**Signal metal coverage by tile**

Bar = 100 microns. 22 x 22 tiles, from black (low) to pale yellow (high), scaled to the fullest tile. Values are wire area over tile area, all layers added.
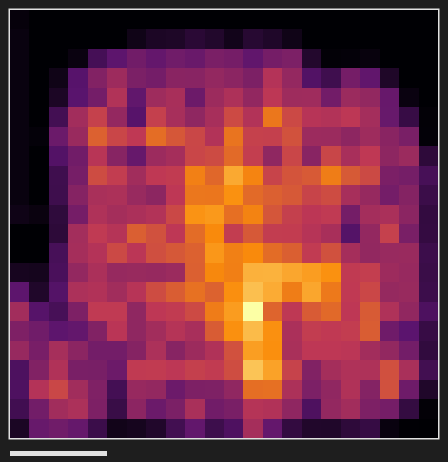
**Metal 2**

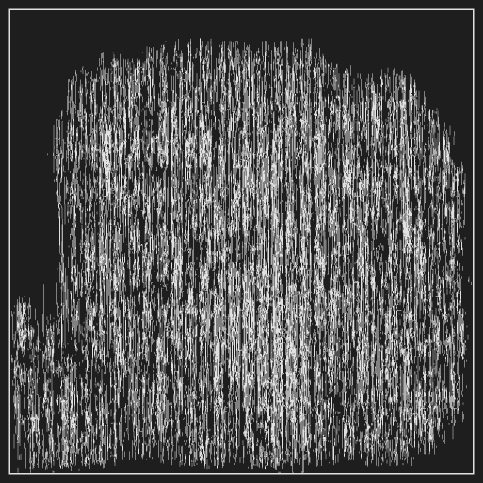
**Cell density map**

Bar = 100 microns. 22 x 22 tiles, from black (low) to pale yellow (high), 0 to 100% covered.
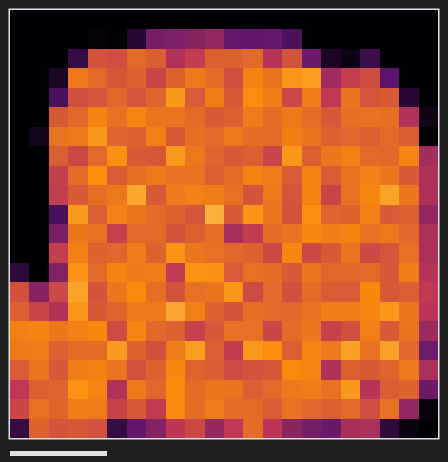
**Track usage over the die**

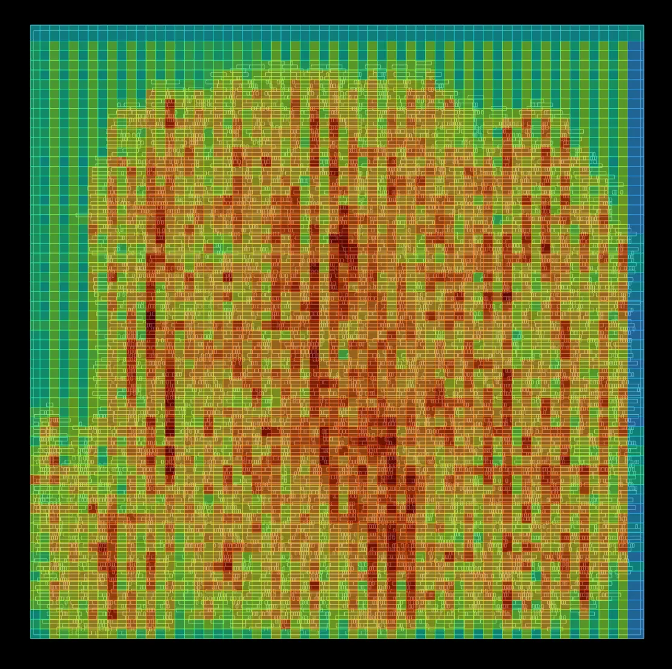
**Signal wires on met1**

Bar = 100 microns.
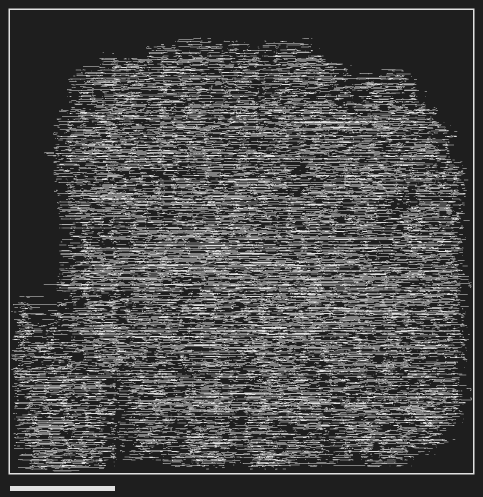
==> config.mk <==
export PLATFORM = sky130hd
export DESIGN_NAME = spi_slave_buffered
export DESIGN_NICKNAME = d
export VERILOG_FILES = /design/src/rtl/spi_slave_buffered.sv
export SDC_FILE = /design/constraint.sdc
export NUM_CORES = 2
export LEC_CHECK = 0
export ABC_AREA = 1
export CAP_MARGIN = 20
export CORE_MARGIN = 2
export CORE_UTILIZATION = 50
export CTS_CLUSTER_DIAMETER = 200
export DETAILED_ROUTE_END_ITERATION = 16
export DONT_BUFFER_PORTS = 1
export PLACE_DENSITY = 0.64
export SLEW_MARGIN = 20
export SYNTH_ARGS = -nofsm -noshare
export SYNTH_HDL_FRONTEND = slang
export SYNTH_SLANG_ARGS = --single-unit
==> constraint.sdc <==
create_clock -name clk -period 5.47 [get_ports clk]
set_input_delay 0.547 -clock clk [delete_from_list [all_inputs] [get_ports clk]]
set_output_delay 0.547 -clock clk [all_outputs]
set_load 0.005 [all_outputs]
==> src/rtl/spi_slave_buffered.sv <==
// SPI slave with TX/RX FIFOs, all four SPI modes and sticky error flags.
// Pins are oversampled in the clk domain; sck never clocks any logic.
// Ports: clk, reset (async, active-low); cs/sck/mosi/miso serial pins;
//   busy (frame in progress); tx_data/tx_write/tx_full/tx_level (TX side);
//   rx_data/rx_read/rx_empty/rx_level (RX side, first-word-fall-through);
//   rx_overflow/tx_underrun/frame_error sticky flags, cleared by clear_flags.
// Build option: define SPI_MISO_TRISTATE_EN to float miso outside a frame.
module spi_slave_buffered #(
   parameter int unsigned DATA_WIDTH = 8,
   parameter int unsigned TX_DEPTH = 16,
   parameter int unsigned RX_DEPTH = 256,
   parameter bit CPOL = 1'b0,
   parameter bit CPHA = 1'b0,
   parameter logic [DATA_WIDTH-1:0] IDLE_WORD = '0
) (
   input  logic clk,
   input  logic reset,
   input  logic cs,
   input  logic sck,
   input  logic mosi,
   output logic miso,
   output logic busy,
   input  logic [DATA_WIDTH-1:0] tx_data,
   input  logic tx_write,
   output logic tx_full,
   output logic [$clog2(TX_DEPTH+1)-1:0] tx_level,
   output logic [DATA_WIDTH-1:0] rx_data,
   input  logic rx_read,
   output logic rx_empty,
   output logic [$clog2(RX_DEPTH+1)-1:0] rx_level,
   output logic rx_overflow,
   output logic tx_underrun,
   output logic frame_error,
   input  logic clear_flags
);

   localparam int unsigned CW = $clog2(DATA_WIDTH + 1);
   localparam int unsigned TPW = $clog2(TX_DEPTH);
   localparam int unsigned TLW = $clog2(TX_DEPTH + 1);
   localparam int unsigned RPW = $clog2(RX_DEPTH);
   localparam int unsigned RLW = $clog2(RX_DEPTH + 1);
   localparam logic [0:0] IDLE = 1'b0;
   localparam logic [0:0] XFER = 1'b1;

   // [0],[1] synchroniser, [2] previous synced value for edge detect
   logic [2:0] cs_q;
   logic [2:0] sck_q;
   logic [1:0] mosi_q;

   always_ff @(posedge clk or negedge reset) begin
      if (!reset) begin
         cs_q <= '1;
         sck_q <= {3{CPOL}};
         mosi_q <= '0;
      end else begin
         cs_q <= {cs_q[1:0], cs};
         sck_q <= {sck_q[1:0], sck};
         mosi_q <= {mosi_q[0], mosi};
      end
   end

   logic cs_fall, cs_rise, lead, trail, sample, shift;
   assign cs_fall = cs_q[2] & ~cs_q[1];
   assign cs_rise = ~cs_q[2] & cs_q[1];
   assign lead = (sck_q[2] == CPOL) & (sck_q[1] != CPOL);
   assign trail = (sck_q[2] != CPOL) & (sck_q[1] == CPOL);
   assign sample = CPHA ? trail : lead;
   assign shift = CPHA ? lead : trail;

   logic [0:0] state;
   logic [CW-1:0] cnt;
   logic [DATA_WIDTH-1:0] rx_sh, tx_sh;
   logic miso_q;
   logic pend;
   logic complete, load;

   assign complete = (state == XFER) && (cnt == CW'(DATA_WIDTH));
   assign load = ((state == IDLE) && cs_fall) || complete;
   assign busy = (state == XFER);

   // TX FIFO
   logic [DATA_WIDTH-1:0] tx_mem [TX_DEPTH];
   logic [TPW-1:0] tx_wp, tx_rp;
   logic tx_empty, tx_pop, tx_push;
   logic [DATA_WIDTH-1:0] next_word;

   assign tx_empty = (tx_level == '0);
   assign tx_full = (tx_level == TLW'(TX_DEPTH));
   assign tx_pop = load & ~tx_empty;
   // a pop in the same cycle frees the slot for a write to a full FIFO
   assign tx_push = tx_write & (~tx_full | tx_pop);
   assign next_word = tx_empty ? IDLE_WORD : tx_mem[tx_rp];

   always_ff @(posedge clk) begin
      if (tx_push) tx_mem[tx_wp] <= tx_data;
   end

   always_ff @(posedge clk or negedge reset) begin
      if (!reset) begin
         tx_wp <= '0;
         tx_rp <= '0;
         tx_level <= '0;
      end else begin
         tx_wp <= tx_wp + TPW'(tx_push);
         tx_rp <= tx_rp + TPW'(tx_pop);
         tx_level <= tx_level + TLW'(tx_push) - TLW'(tx_pop);
      end
   end

   // RX FIFO
   logic [DATA_WIDTH-1:0] rx_mem [RX_DEPTH];
   logic [RPW-1:0] rx_wp, rx_rp;
   logic rx_full, rx_pop, rx_put;

   assign rx_empty = (rx_level == '0);
   assign rx_full = (rx_level == RLW'(RX_DEPTH));
   assign rx_pop = rx_read & ~rx_empty;
   assign rx_put = complete & (~rx_full | rx_read);
   assign rx_data = rx_mem[rx_rp];

   always_ff @(posedge clk) begin
      if (rx_put) rx_mem[rx_wp] <= rx_sh;
   end

   always_ff @(posedge clk or negedge reset) begin
      if (!reset) begin
         rx_wp <= '0;
         rx_rp <= '0;
         rx_level <= '0;
      end else begin
         rx_wp <= rx_wp + RPW'(rx_put);
         rx_rp <= rx_rp + RPW'(rx_pop);
         rx_level <= rx_level + RLW'(rx_put) - RLW'(rx_pop);
      end
   end

   // Underrun is flagged when an IDLE_WORD load is actually exchanged,
   // so the reload after the last word of a frame raises no flag.
   logic ovf_set, fe_set, ur_set;
   assign ovf_set = complete & rx_full & ~rx_read;
   assign fe_set = (state == XFER) & cs_rise & (cnt != '0) & ~complete;
   assign ur_set = (state == XFER) & sample & pend & (cnt == '0);

   always_ff @(posedge clk or negedge reset) begin
      if (!reset) begin
         rx_overflow <= 1'b0;
         tx_underrun <= 1'b0;
         frame_error <= 1'b0;
      end else begin
         rx_overflow <= ovf_set | (rx_overflow & ~clear_flags);
         tx_underrun <= ur_set | (tx_underrun & ~clear_flags);
         frame_error <= fe_set | (frame_error & ~clear_flags);
      end
   end

   // CPHA=0 presents the MSB at load; CPHA=1 presents it on the first
   // leading edge, so the full word stays in tx_sh for that mode.
   always_ff @(posedge clk or negedge reset) begin
      if (!reset) begin
         state <= IDLE;
         cnt <= '0;
         rx_sh <= '0;
         tx_sh <= '0;
         miso_q <= 1'b0;
         pend <= 1'b0;
      end else begin
         if (load) begin
            tx_sh <= CPHA ? next_word : next_word << 1;
            miso_q <= next_word[DATA_WIDTH-1];
            pend <= tx_empty;
         end
         unique case (state)
            IDLE: begin
               cnt <= '0;
               if (cs_fall) state <= XFER;
            end
            XFER: begin
               if (complete) begin
                  cnt <= '0;
               end else begin
                  if (sample) begin
                     rx_sh <= {rx_sh[DATA_WIDTH-2:0], mosi_q[1]};
                     cnt <= cnt + CW'(1);
                  end
                  if (shift && (CPHA || cnt != '0)) begin
                     miso_q <= tx_sh[DATA_WIDTH-1];
                     tx_sh <= tx_sh << 1;
                  end
               end
               if (cs_rise) begin
                  state <= IDLE;
                  cnt <= '0;
               end
            end
            default: state <= IDLE;
         endcase
      end
   end

`ifdef SPI_MISO_TRISTATE_EN
   assign miso = (state == XFER) ? miso_q : 1'bz;
`else
   assign miso = (state == XFER) & miso_q;
`endif

endmodule
==> impl_metrics.toml <==
# flow metrics
[sta]
number_of_setup_violations_in_the_final_report = 0
fin_worst_skew_ns = 0.0346
final.hold.worst_slack_ns = 0.151
slew_headroom_pct = 15.9
maxClockFrequency_ghz = 0.194

[setup_path]
timing.critical_path.buf_inv = 4
cp_slowest_stage_delay_ns = 1.02
reg2reg_setup_slack_ns = 1.58
crit_start = "rx_rp[0]"
crit_slowest_cell = "sky130_fd_sc_hd__dfrtp_4"
crit_chain = "inv_8 > buf_12 > buf_12 > nand2_1 > nand3_1 > nand2_1 > nand2_1 > nand2_1 > inv_1 > a21oi_1 > nor2_1 > nand2_1 > nand3_1 > nand2_1"

[synthesis]
post_synthesis_cell_count_from_yosys = 8609
yosysTopAreaCellShare_pct = 69.0
ys_top_cells_by_count = "sky130_fd_sc_hd__edfxtp_1 (2,176), sky130_fd_sc_hd__nand2_1 (2,064), sky130_fd_sc_hd__nor2_1 (1,368)"
top_cell = "sky130_fd_sc_hd__edfxtp_1"
synth.avg_cell_area_sq_um = 11.0
synth_chip_area_sq_um = 94700

[placement]
portBuffers = 0
preCtsSetupSlack_ns = 1.30
globalplace.congestion = 0.905
dpl-instance-area_sq_um = 96500

[final_layout]
max_ffs_per_register = 2048

[pwr]
pwr_density_cell_nw_per_um2 = 532
power_sequential_uw = 21300
largestPowerGroup = "registers"
clock_power_share_pct = 27.1
p_total_uw = 55200
internal_power_uw = 33700

[cts]
clock.latency.late_pin_ns = 0.88
post-cts-setup-buffer-count = 0
clock_tree.root_cell = "sky130_fd_sc_hd__clkbuf_16"
clock_sink_count = 2248

[route]
num_vias = 62300
drt_wl_total_microns = 251000
detail_route.drc_violations = 0
met2WireLength_microns = 116000

[run]
number_of_logged_tool_warnings = 86

[worst_hold_path]
timing.hold.worst_path_depth = 3
holdCritStartpoint = "tx_write"

[status]
status = "finished, final reports clean"

[global_route]
maximum_number_of_pins_on_one_net_before_global_route_repair = 193
## Picture notes: 'signal metal coverage by tile'
densest ninth of the die: middle
mean over tiles: 0.22
fullest tile: 0.60

## Picture notes: 'metal 2'
nets with wire on the layer: 6,026
longest straight run: 121 microns

## Picture notes: 'cell density map'
fullest tile: 83%
mean over tiles: 52%
nearly empty tiles: 14%
tiles over 75% full: 6.0%

## Picture notes: 'track usage over the die'
met2 track demand over resource: 40.3%
total routing usage reported by global routing: 25.8%
met1 Resource Use GR: 36.3%
peak-usage layer in the global routing report: met2
post-route core utilization: 55.2%

## Picture notes: 'signal wires on met1'
share of all routed wire: 41%
main direction: horizontal

-- cell type report --
type	count	area, sq um	area share [%]
Timing Repair Buffer	104	1310	1.26
Antenna cell	2	5.00	0.00482
Clock buffer	279	5920	5.71
Multi-Input combinational cell	5153	22300	21.5
Sequential cell	2248	67200	64.8
Clock inverter	137	1210	1.16
Tap cell	2495	3120	3.01
Inverter	721	2730	2.63
-- cell families (layout without fill, tap and decap cells) --
logic type / after synthesis / in the layout
other: 0 / 2
adders and majority gates: 30 / 30
xor gates and xnor gates: 28 / 28
AOI/OAI and AO/OA: 867 / 867
buffers and inverters: 1208 / 1241
and+or+nand+nor: 4228 / 4228
DFF: 2248 / 2248
